### config.mk
export PLATFORM = sky130hd
export DESIGN_NAME = rtc_bus_sequencer
export DESIGN_NICKNAME = d
export VERILOG_FILES = /design/src/rtl/rtc_bus_sequencer.sv
export SDC_FILE = /design/constraint.sdc
export NUM_CORES = 1
export LEC_CHECK = 0
export ABC_AREA = 1
export CAP_MARGIN = 25
export CORE_MARGIN = 8
export CORE_UTILIZATION = 25
export DETAILED_ROUTE_END_ITERATION = 10
export SYNTH_ARGS = -nofsm -noshare
export SYNTH_HDL_FRONTEND = slang
export SYNTH_SLANG_ARGS = --single-unit
### constraint.sdc
create_clock -name reloj -period 2.1 [get_ports reloj]
set_clock_uncertainty 0.2 [all_clocks]
set_input_delay 0.42 -clock reloj [delete_from_list [all_inputs] [get_ports reloj]]
set_output_delay 0.42 -clock reloj [all_outputs]
set_load 0.02 [all_outputs]
### src/rtl/rtc_bus_sequencer.sv
// rtc_bus_sequencer: request-driven burst master for the multiplexed address/data RTC port
module rtc_bus_sequencer #(
  parameter int ADDR_W = 8,
  parameter int DATA_W = 8,
  parameter int LEN_W  = 4,
  parameter int T_SU   = 1,
  parameter int T_STB  = 7,
  parameter int T_HLD  = 2,
  parameter int T_GAP  = 9
) (
  input  logic              reloj,
  input  logic              resetM,
  input  logic              req,
  input  logic              req_wr,
  input  logic [ADDR_W-1:0] req_addr,
  input  logic [LEN_W-1:0]  req_len,
  input  logic [DATA_W-1:0] wdata,
  output logic              wdata_take,
  output logic              ack,
  output logic              busy,
  output logic              done,
  output logic [DATA_W-1:0] rd_data,
  output logic              rd_valid,
  output logic [LEN_W-1:0]  rd_index,
  output logic              CS,
  output logic              RD,
  output logic              WR,
  output logic              A_D,
  output logic [DATA_W-1:0] bus_out,
  output logic              bus_oe,
  input  logic [DATA_W-1:0] bus_in
);
  localparam int CW = $clog2(T_SU + T_STB + T_HLD + T_GAP + 1);
  localparam logic [CW-1:0] SU_L  = CW'(T_SU - 1);
  localparam logic [CW-1:0] STB_L = CW'(T_STB - 1);
  localparam logic [CW-1:0] HLD_L = CW'(T_HLD - 1);
  localparam logic [CW-1:0] GAP_L = CW'(T_GAP - 1);
  typedef enum logic [3:0] {IDLE, START, ASU, ASTB, AHLD, GAP, DSU, DSTB, DHLD} state_t;
  state_t state_q, state_d;
  logic [CW-1:0] cnt_q, cnt_d, lim;
  logic [ADDR_W-1:0] addr_q, addr_d;
  logic [LEN_W-1:0] len_q, len_d, idx_q, idx_d;
  logic [DATA_W-1:0] wd_q, wd_d;
  logic dir_q, dir_d, last, accept, next_beat, aph, dph, take_d, cap;
  always_comb begin
    lim = state_q inside {ASU, DSU} ? SU_L : state_q inside {ASTB, DSTB} ? STB_L :
          state_q inside {AHLD, DHLD} ? HLD_L : GAP_L;
    last = cnt_q == lim;
    state_d = IDLE;
    case (state_q)
      IDLE:    state_d = req ? START : IDLE;
      START:   state_d = ASU;
      ASU:     state_d = last ? ASTB : ASU;
      ASTB:    state_d = last ? AHLD : ASTB;
      AHLD:    state_d = last ? GAP : AHLD;
      GAP:     state_d = last ? DSU : GAP;
      DSU:     state_d = last ? DSTB : DSU;
      DSTB:    state_d = last ? DHLD : DSTB;
      DHLD:    state_d = !last ? DHLD : idx_q == len_q ? IDLE : ASU;
      default: state_d = IDLE;
    endcase
    cnt_d = state_d == state_q ? cnt_q + 1'b1 : '0;
    accept = state_q == IDLE && req;
    next_beat = state_q == DHLD && state_d == ASU;
    dir_d = accept ? req_wr : dir_q;
    len_d = accept ? req_len : len_q;
    addr_d = accept ? req_addr : next_beat ? addr_q + 1'b1 : addr_q;
    idx_d = accept ? '0 : next_beat ? idx_q + 1'b1 : idx_q;
    aph = state_d inside {ASU, ASTB, AHLD};
    dph = state_d inside {DSU, DSTB, DHLD};
    take_d = dir_d && state_d == DSU && state_q != DSU;
    wd_d = take_d ? wdata : wd_q;
    cap = !dir_q && state_q == DSTB && last;
  end
  // Outputs are decoded from the next state so each register shows the state it is entering.
  always_ff @(posedge reloj) begin
    if (resetM) begin
      state_q <= IDLE;
      cnt_q <= '0;
      addr_q <= '0;
      len_q <= '0;
      idx_q <= '0;
      wd_q <= '0;
      dir_q <= 1'b0;
      CS <= 1'b1;
      RD <= 1'b1;
      WR <= 1'b1;
      A_D <= 1'b1;
      bus_oe <= 1'b0;
      bus_out <= '0;
      ack <= 1'b0;
      busy <= 1'b0;
      done <= 1'b0;
      wdata_take <= 1'b0;
      rd_valid <= 1'b0;
      rd_data <= '0;
      rd_index <= '0;
    end else begin
      state_q <= state_d;
      cnt_q <= cnt_d;
      addr_q <= addr_d;
      len_q <= len_d;
      idx_q <= idx_d;
      wd_q <= wd_d;
      dir_q <= dir_d;
      CS <= !(state_d inside {ASTB, DSTB});
      WR <= !(state_d == ASTB || (state_d == DSTB && dir_d));
      RD <= !(state_d == DSTB && !dir_d);
      A_D <= !aph;
      bus_oe <= aph || (dph && dir_d);
      bus_out <= aph ? addr_d : (dph && dir_d) ? wd_d : '0;
      ack <= state_d == START;
      busy <= !(state_d inside {IDLE, START});
      done <= state_q == DHLD && state_d == IDLE;
      wdata_take <= take_d;
      rd_valid <= cap;
      rd_data <= cap ? bus_in : rd_data;
      rd_index <= cap ? idx_q : rd_index;
    end
  end
endmodule

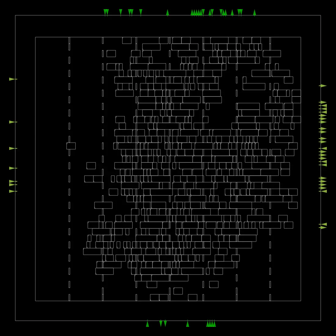
Figure 1: run 1, cell outlines without signal wires.
Finished Core Util: 39.9%
row cnt: 40
Core Region: 11900 um^2

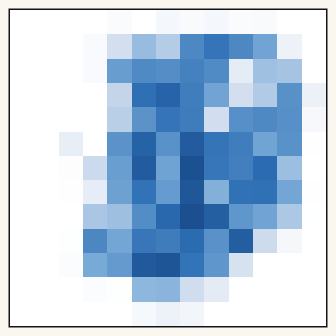
Figure 2: run 1, cell area per tile.
13 x 13 tiles, from white (low) to dark blue (high), 0 to 100% covered.
nearly empty tiles	39%
tiles over 75% full	8.3%
densest ninth of the die	center

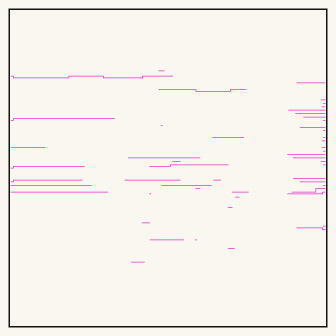
Figure 3: run 1, M3 wires.
wire length on this layer	606 um
share of all routed wire	6.9%
nets with wire on the layer	42

==> results_dict.tcl, run 1 <==
# flow metrics
set metrics [dict create \
    maxSlewHeadroom_pct 69.4 \
    grt_max_degree 26 \
    drv_slew 0 \
    crit_slowest_cell "dfxtp_4" \
    min_path_cells 2 \
    setup_tns_ns -0.0502 \
    timing.hold.ws_ns 0.241 \
    drtPass1Iterations 4 \
    lay_top_cells "nand2_1 (82), clkdlybuf4s50_1 (61), dfxtp_1 (60)" \
    yosysTopAreaCell "dfxtp_1" \
    min_to "rd_data[6]$_SDFFE_PP0P_" \
    violations "setup timing" \
    share_comb_of_total_power_pct 40.5 \
    cp-start-kind "flop" \
    synth-seq-cells 64 \
    chip_area_um2 15900 \
    total_power_uw 4740 \
    ys_cells 392 \
    crit_path_max_fanout 8 \
    cts_tree "yes" \
    synth.net_count 427 \
    pg_comb_uw 1920 \
    routed_via_density 4.43 \
    holdBufCountCts 0 \
    path_cells "inv_4 > nand3_4 > o21ai_2 > nand2_2 > nor2_8 > nand2_8 > a21oi_4 > nand2_4 > nor2_4 > nand2_4 > nand2_4 > nand3_1 > nand2_1" \
    fin_ws_ns -0.0251 \
    timing.final.crit_share_pct 101 \
    instances_no_fill 657 \
    p_int_uw 2950 \
    p_sw_share_pct 37.7 \
    top_layer "met4" \
    ios 62 \
    ff_type "dfxtp_1" \
    slowest_delay_ns 0.37 \
    required_ns 2.17 \
    avgSynthCellArea_um2 7.71 \
    pg_seq_uw 1470 \
    finalHoldViolCount 0 \
    endpoint "bus_out[6]$_SDFF_PP0_" \
    drcViolationCount 0 \
    setup_viol 2 \
    status "finished, violations left" \
    clk_pin_slew_ns 0.06 \
    hold_path.class "reg2reg" \
    synthesis.instances 392 \
    timing.critical_path.buf_inv 1 \
    route.met3.wl_um 606 \
    drt-initial-drc-count 146 \
    finalNetCount 540 \
]
[run 1: through the flow]
stage | setup WS, ns | instance area (um^2)
finish | -0.0251 | 4750
global route | -0.161 | 4750
CTS | 0.00106 | 4430
detailed placement | -0.178 | 4120
global placement | -0.0824 | 4120
floorplan | 0.124 | 3020
[run 1: cell type report]
type	count	area, um^2	area share, %
multi-input cells	273	1760	37.0
clock inverters	6	36.3	0.764
clock buffers	10	229	4.82
inverters	43	173	3.63
repair buffers	114	1080	22.7
well taps	147	184	3.87
flip-flops and latches	64	1290	27.2
[run 1: kinds of logic after synthesis]
group,Yosys count,share of synthesized area [%]
AOI/OAI and AO/OA,58,11.1
xor gates and xnor gates,14,4.06
adders and majority gates,3,1.24
buffers and inverters,57,7.82
DFF,64,42.4
and+or+nand+nor,196,33.4
--- run 2 (diff from run 1) ---
--- a/config.mk
+++ b/config.mk
@@ -7,9 +7,13 @@
 export LEC_CHECK = 0
 export ABC_AREA = 1
 export CAP_MARGIN = 25
+export CELL_PAD_IN_SITES_DETAIL_PLACEMENT = 0
+export CELL_PAD_IN_SITES_GLOBAL_PLACEMENT = 1
 export CORE_MARGIN = 8
 export CORE_UTILIZATION = 25
 export DETAILED_ROUTE_END_ITERATION = 10
+export PLACE_DENSITY_LB_ADDON = 0.1
+export SKIP_CTS_REPAIR_TIMING = 1
 export SYNTH_ARGS = -nofsm -noshare
 export SYNTH_HDL_FRONTEND = slang
 export SYNTH_SLANG_ARGS = --single-unit
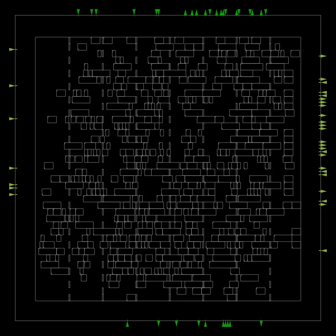
Figure 4: run 2, cell outlines without signal wires.
Finished Core Util: 42.2%
Seq area share: 25.7%
Layout Cells excl Fill: 667
# fillers: 1243

==> run 2 against run 1 <==
The run still ends with setup timing left. Cell area up 5.7%. Total power increased by 13%. Maximum frequency fell by 0.28%. Sequential share of layout area shrank 1.5 points. Clock-buffer cell count up 1. Setup slack lost 0.0059 ns. Largest power group unchanged. Via count up 1.0%. Sequential cell count is the same. Sequential power about the same. Hold slack worse by 0.0054 ns. Critical endpoint is now bus_out[4]$_SDFF_PP0_. Non-clock buffer count rose by 9.
==> results_dict.tcl, run 2 <==
# flow metrics
set metrics [dict create \
    crit_path_max_fanout 7 \
    synth.net_count 427 \
    placementRows 40 \
    synthAoiAreaFrac_pct 11.1 \
    dpl_worst_slack_ns -0.227 \
    finalNetCount 550 \
    p_sw_share_pct 35.6 \
    synth-seq-cells 64 \
    nNonClkBuffers 123 \
    chip_area_um2 15900 \
    clock_area_share_pct 6.60 \
    tool_warnings 27 \
    crit_slowest_cell "dfxtp_4" \
    seq_area_um2 1290 \
    p_per_area_nw_per_um2 1060 \
    path_cells "nor2_4 > nand2_2 > nand2_2 > inv_2 > nand2_2 > nand2_2 > nand2_2 > nand2_4 > nand2_8 > nand2_1 > nand2_2 > nand2_4 > nor2_4 > nand2_4 > nand2_4 > nand3_1 > nand2_1" \
    grt_overflow 0 \
    core_um2 11900 \
    share_comb_of_total_power_pct 41.3 \
    comb_share_pct 36.8 \
    synth.cellmix.simpleShare_pct 33.4 \
    ff_type "dfxtp_1" \
    avgSynthCellArea_um2 7.71 \
    min_path_cells 2 \
    logic_family "simple AND/OR/NAND/NOR gates" \
    lay_top_cells "nand2_1 (76), clkdlybuf4s50_1 (61), dfxtp_1 (60)" \
    drt-initial-drc-count 137 \
    drcViolationCount 0 \
    ios 62 \
    setup_viol 8 \
    timing.hold.ws_ns 0.236 \
    synthesis.instances 392 \
    ys_cells 392 \
    logic_gates 274 \
    comb_area_um2 1850 \
    route.met3.wl_um 431 \
    r2r_cells 17 \
    final_layout_size_suffix_gt1_share_pct 34.0 \
    adder_share_pct 1.24 \
    routed_via_density 4.41 \
    stdcell_area_um2 5020 \
    largest_cell_class "multi-input combinational cells" \
    ys_sh_xor_pct 4.06 \
    p_int_uw 3440 \
    status "finished, violations left" \
    synth_cell_types 39 \
    slowest_delay_ns 0.38 \
    taps 147 \
    top_layer "met4" \
    topCellsByArea "dfxtp_1 (42%), nand2_1 (12%), a21oi_1 (5.6%)" \
    port_buffers 61 \
    fin_ws_ns -0.0310 \
    drv_slew 0 \
    timing.critical_path.buf_inv 1 \
    buffer_area_share_pct 23.6 \
    required_ns 2.18 \
    clk_pin_slew_ns 0.05 \
    cts.sinks 64 \
    n_clock_buffer 11 \
    syn-cell-area_um2 3020 \
    grt_max_degree 26 \
    antenna_found_initial 0 \
    yosysTopAreaCell "dfxtp_1" \
    place_area_um2 4120 \
    cts_tree "yes" \
    layout.cells.most_common "nand2_1" \
    drtPass1Iterations 6 \
    grt-busiest-layer "met2" \
    finalHoldViolCount 0 \
    timing.final.crit_share_pct 101 \
    root_buffer "clkbuf_16" \
    hold_path.class "reg2reg" \
    violations "setup timing" \
    maxSlewHeadroom_pct 70.7 \
    muxShareOfSynthArea_pct 0 \
    setup_tns_ns -0.0690 \
]
-- run 2: power groups by stage --
stage	clock [uW]	combinational [uW]	sequential (uW)
6_report	1660	2210	1480
5_1_grt	1760	2380	1500
4_1_cts	1710	1690	1470
3_5_place_dp	0	1680	1490
3_3_place_gp	0	1670	1490
2_1_floorplan	0	926	1530
-- run 2: path summary, 6_finish.rpt --
check / startpoint / to / slack, ns
setup / recovery: state_q[0]$_SDFF_PP0_ / bus_out[4]$_SDFF_PP0_ / -0.03
hold / removal: rd_data[6]$_SDFFE_PP0P_ / rd_data[6]$_SDFFE_PP0P_ / 0.24
setup reg to reg: state_q[0]$_SDFF_PP0_ / bus_out[4]$_SDFF_PP0_ / -0.03
hold reg to reg: rd_data[6]$_SDFFE_PP0P_ / rd_data[6]$_SDFFE_PP0P_ / 0.24
--- run 3 (diff from run 2) ---
--- a/config.mk
+++ b/config.mk
@@ -10,7 +10,7 @@
 export CELL_PAD_IN_SITES_DETAIL_PLACEMENT = 0
 export CELL_PAD_IN_SITES_GLOBAL_PLACEMENT = 1
 export CORE_MARGIN = 8
-export CORE_UTILIZATION = 25
+export CORE_UTILIZATION = 37
 export DETAILED_ROUTE_END_ITERATION = 10
 export PLACE_DENSITY_LB_ADDON = 0.1
 export SKIP_CTS_REPAIR_TIMING = 1
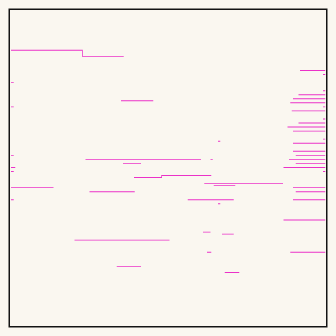
Figure 5: run 3, M3 wires.
vias: 2876
final wirelength: 8720 um

==> run 3 against run 2 <==
The run still ends with setup timing left. Via count is 2.1% lower. Routed wire length fell by 7.2%. Sequential cell count unchanged. Setup slack worse by 0.068 ns. First-iteration DRC count is 32% lower. Synthesized area stayed put. Clock-buffer cell count fell by 1. Total power is 7.7% lower. Utilization is 17 points higher. Sequential power barely moved. Combinational power fell by 4%. Highest routed layer unchanged.
==> results_dict.tcl, run 3 <==
# flow metrics
set metrics [dict create \
    setup_viol 15 \
    hold_path.class "reg2reg" \
    cts.sinks 64 \
    timing.final.crit_share_pct 105 \
    r2r_start "state_q[3]$_SDFF_PP0_" \
    drcViolationCount 0 \
    crit_path_max_fanout 7 \
    required_ns 2.19 \
    routed_via_density 4.65 \
    lay_top_cells "nand2_1 (85), clkdlybuf4s50_1 (61), dfxtp_1 (60)" \
    place_area_um2 4070 \
    yosysTopAreaCell "dfxtp_1" \
    port_buffers 61 \
    pg_seq_uw 1470 \
    root_buffer "clkbuf_8" \
    cts_tree "yes" \
    grt-busiest-layer "met2" \
    synth_cell_types 39 \
    ff_type "dfxtp_1" \
    logic_family "simple AND/OR/NAND/NOR gates" \
    pg_comb_uw 2120 \
    crit_slowest_cell "dfxtp_4" \
    setup_tns_ns -0.689 \
    top_layer "met4" \
    placementRows 33 \
    synth.net_count 427 \
    worstHoldStart "rd_data[1]$_SDFFE_PP0P_" \
    min_to "rd_data[1]$_SDFFE_PP0P_" \
    power_leader "combinational logic" \
    drtPass1Iterations 4 \
    p_sw_share_pct 36.7 \
    clk_pin_slew_ns 0.08 \
    stdcell_area_um2 4730 \
    ios 62 \
    syn-cell-area_um2 3020 \
    ys_sh_xor_pct 4.06 \
    path_cells "inv_4 > nand3_4 > o21ai_2 > nand2_2 > nor2_8 > nand2_8 > a21oi_4 > nand2_4 > buf_6 > o21ai_4 > nand4_1 > nand2_1" \
    instances_no_fill 619 \
    fillers 755 \
    r2r_cells 12 \
    seq_area_um2 1290 \
    synth.cellmix.simpleShare_pct 33.4 \
    antenna_found_initial 0 \
    route.met3.wl_um 461 \
    critPathLaunch "state_q[3]$_SDFF_PP0_" \
    fin_ws_ns -0.0994 \
    avgSynthCellArea_um2 7.71 \
    synth-seq-cells 64 \
    violations "setup timing" \
    status "finished, violations left" \
    finalHoldViolCount 0 \
]
[run 3: cell count changes in the layout (fill, tap and decap cells not counted), moves of 5 or more]
cell / before / now
a21oi_2: 1 / 9
o21ai_2: 13 / 4
clkbuf_8: 2 / 10
a21oi_1: 33 / 26
buf_4: 52 / 44
nand2_2: 24 / 19
buf_6: 3 / 9
nand2_1: 76 / 85
o21ai_0: 1 / 12
clkbuf_16: 11 / 1
[run 3: final cells by class]
class,count,share of cell area (%)
clock buffers,10,2.91
clock inverters,6,2.44
inverters,43,3.84
multi-input cells,273,36.8
flip-flops and latches,64,27.4
well taps,105,2.78
repair buffers,118,23.8
No activity file was given, so power comes from the tool's default toggle rates.
